The metal 1 layer:
The bar under the picture is 20 um long.
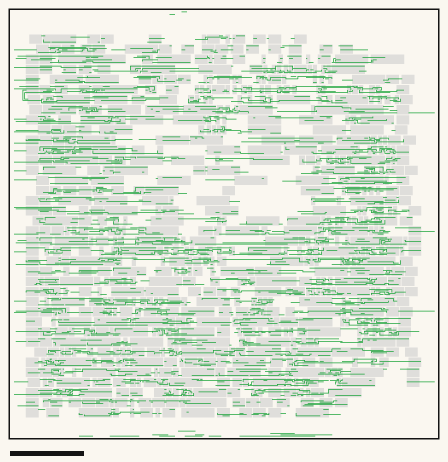
Signal wires on met2:
The bar under the picture is 20 um long.
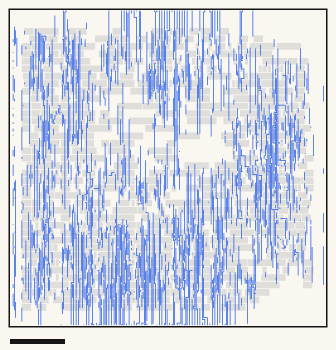
Metal 3:
The bar under the picture is 20 um long.
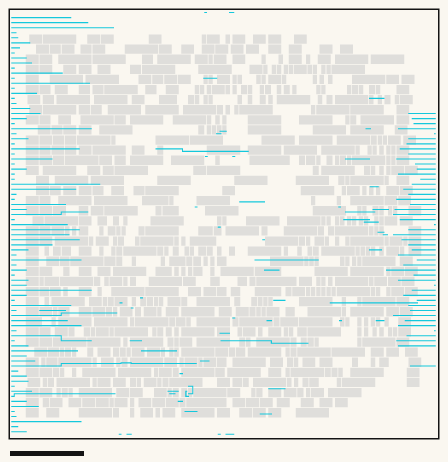
### config.mk
export PLATFORM = sky130hd
export DESIGN_NAME = mem_arbiter
export DESIGN_NICKNAME = d
export VERILOG_FILES = /design/src/rtl/mem_arbiter.sv
export SDC_FILE = /design/constraint.sdc
export NUM_CORES = 1
export LEC_CHECK = 0
export ABC_AREA = 1
export CAP_MARGIN = 10
export CORE_MARGIN = 4
export CORE_UTILIZATION = 45
export DETAILED_ROUTE_END_ITERATION = 7
export PLACE_DENSITY = 0.85
export SKIP_CTS_REPAIR_TIMING = 1
export SKIP_LAST_GASP = 1
export SLEW_MARGIN = 15
export SYNTH_ARGS = -nofsm -noshare
export SYNTH_HDL_FRONTEND = slang
export SYNTH_SLANG_ARGS = --single-unit
### constraint.sdc
create_clock -name CLK -period 2.35 [get_ports CLK]
set_clock_uncertainty 0.15 [all_clocks]
set_input_delay 0.47 -clock CLK [delete_from_list [all_inputs] [get_ports CLK]]
set_output_delay 0.47 -clock CLK [all_outputs]
set_load 0.01 [all_outputs]
### src/rtl/mem_arbiter.sv
// Two-port memory arbiter/sequencer: shares one SPRAM port between fetch (i_*) and load/store (d_*).
// Define MEM_ARB_RR_EN for round-robin on simultaneous requests; otherwise data always wins a tie.
module mem_arbiter (
    input  logic        CLK,
    input  logic        RST_N,
    input  logic        i_req_valid,
    output logic        i_req_ready,
    input  logic [15:0] i_addr,
    output logic        i_rsp_valid,
    output logic [31:0] i_rdata,
    output logic        i_err,
    input  logic        d_req_valid,
    output logic        d_req_ready,
    input  logic [15:0] d_addr,
    input  logic        d_wr,
    input  logic [2:0]  d_size,
    input  logic [31:0] d_wdata,
    output logic        d_rsp_valid,
    output logic [31:0] d_rdata,
    output logic        d_err,
    output logic [15:0] mem_addr,
    output logic [2:0]  mem_size,
    output logic [31:0] mem_data_in,
    output logic        mem_wr,
    output logic        mem_en,
    input  logic [31:0] mem_data_out,
    input  logic        mem_exception
);

    localparam logic [1:0] IDLE   = 2'd0;
    localparam logic [1:0] ACCESS = 2'd1;
    localparam logic [1:0] RESP   = 2'd2;

    logic [1:0]  state_q, state_d;
    logic [15:0] addr_q;
    logic [2:0]  size_q;
    logic [31:0] wdata_q;
    logic        wr_q;
    logic        port_q;
    logic        err_q;
    logic        i_rsp_valid_q, d_rsp_valid_q;
    logic        i_err_q, d_err_q;
    logic [31:0] i_rdata_q, d_rdata_q;
    logic        grantData, grantFetch, handshake, misaligned, accessErr;

`ifdef MEM_ARB_RR_EN
    logic        lastGrant_q;

    // On a tie, the port that did not win the previous handshake goes first.
    assign grantData = d_req_valid && (!i_req_valid || !lastGrant_q);
`else
    assign grantData = d_req_valid;
`endif
    assign grantFetch = i_req_valid && !grantData;
    assign handshake  = (state_q == IDLE) && (i_req_valid || d_req_valid);

    assign i_req_ready = (state_q == IDLE) && grantFetch;
    assign d_req_ready = (state_q == IDLE) && grantData;

    // Same alignment rule as the memory, so a bad store never reaches the write enables.
    always_comb begin
        misaligned = 1'b0;
        case (size_q)
            3'b010:  misaligned = (addr_q[1:0] != 2'b00);
            3'b011:  misaligned = 1'b1;
            3'b001:  misaligned = addr_q[0];
            default: misaligned = 1'b0;
        endcase
    end

    assign accessErr = mem_exception || misaligned;

    assign mem_en      = (state_q == ACCESS);
    assign mem_wr      = (state_q == ACCESS) && wr_q && !misaligned;
    assign mem_addr    = addr_q;
    assign mem_size    = size_q;
    assign mem_data_in = wdata_q;

    assign i_rsp_valid = i_rsp_valid_q;
    assign i_rdata     = i_rdata_q;
    assign i_err       = i_err_q;
    assign d_rsp_valid = d_rsp_valid_q;
    assign d_rdata     = d_rdata_q;
    assign d_err       = d_err_q;

    always_comb begin
        state_d = state_q;
        case (state_q)
            IDLE:    if (handshake) state_d = ACCESS;
            ACCESS:  state_d = wr_q ? IDLE : RESP;
            RESP:    state_d = IDLE;
            default: state_d = IDLE;
        endcase
    end

    always_ff @(posedge CLK or negedge RST_N) begin
        if (!RST_N) begin
            state_q       <= IDLE;
            addr_q        <= '0;
            size_q        <= '0;
            wdata_q       <= '0;
            wr_q          <= 1'b0;
            port_q        <= 1'b0;
            err_q         <= 1'b0;
            i_rsp_valid_q <= 1'b0;
            d_rsp_valid_q <= 1'b0;
            i_err_q       <= 1'b0;
            d_err_q       <= 1'b0;
            i_rdata_q     <= '0;
            d_rdata_q     <= '0;
`ifdef MEM_ARB_RR_EN
            lastGrant_q   <= 1'b0;
`endif
        end else begin
            state_q       <= state_d;
            i_rsp_valid_q <= 1'b0;
            d_rsp_valid_q <= 1'b0;
            case (state_q)
                IDLE: begin
                    if (handshake) begin
                        port_q  <= grantData;
                        addr_q  <= grantData ? d_addr : i_addr;
                        size_q  <= grantData ? d_size : 3'b010;
                        wdata_q <= grantData ? d_wdata : 32'd0;
                        wr_q    <= grantData && d_wr;
`ifdef MEM_ARB_RR_EN
                        lastGrant_q <= grantData;
`endif
                    end
                end
                ACCESS: begin
                    err_q <= accessErr;
                    if (wr_q) begin
                        d_rsp_valid_q <= 1'b1;
                        d_err_q       <= accessErr;
                        d_rdata_q     <= 32'd0;
                    end
                end
                RESP: begin
                    // Address and size are still held, so the read decode is settled here.
                    if (port_q) begin
                        d_rsp_valid_q <= 1'b1;
                        d_err_q       <= err_q;
                        d_rdata_q     <= err_q ? 32'd0 : mem_data_out;
                    end else begin
                        i_rsp_valid_q <= 1'b1;
                        i_err_q       <= err_q;
                        i_rdata_q     <= err_q ? 32'd0 : mem_data_out;
                    end
                end
                default: ;
            endcase
        end
    end

endmodule

==> impl_metrics.tcl <==
# flow metrics
set metrics [dict create \
    hold_viol_final 0 \
    hp-start "i_rdata[13]$_DFFE_PN0P_" \
    comb_power_mw 4.77 \
    met3RoutedLength_um 1270 \
    sequential_cell_power_consumption_mw 3.61 \
    timing.fmax_mhz 415 \
    timing.final.setup_violations 2 \
    synth_stat.cells 550 \
    violations "negative setup slack" \
    count_of_flip_flops_with_a_built_in_enable_after_synthesis 0 \
    coreArea_sq_um 11000 \
    post_synth_area_from_yosys_stat_sq_um 5180 \
    timing.critical_path.from "state_q[1]$_DFFE_PN0P_" \
    regToRegSetupSlack_ps 440 \
    endpoint "i_req_ready" \
    tightest_slew_ps 471 \
    nNonClkBuffers 241 \
    routed.top_layer "met4" \
    num-nonclk-inverters 51 \
    most_numerous_logic_cells_after_layout "sky130_fd_sc_hd__clkdlybuf4s50_1 (224), sky130_fd_sc_hd__nand2_1 (174), sky130_fd_sc_hd__dfrtp_1 (124)" \
    run_status "finished, violations left" \
    final_worst_path_setup_slack_ps -60.5 \
    asyncSetResetFlopFracSynth 1.00 \
]
## Picture notes: 'the metal 1 layer'
The longest straight run is 27.6 um. The layer holds 39% of the routed length.
total routed wirelength: 15600 um
overall via count from detail_route: 4679
global routing met1 resource utilization: 0.284

## Picture notes: 'signal wires on met2'
The longest straight run is 43.5 um. The wires run mostly vertical. The layer carries 7730 um of wire. 747 nets have wire on it.
grt met2 use: 0.408

## Picture notes: 'metal 3'
The longest straight run is 27.4 um. The layer holds 8.1% of the routed length.

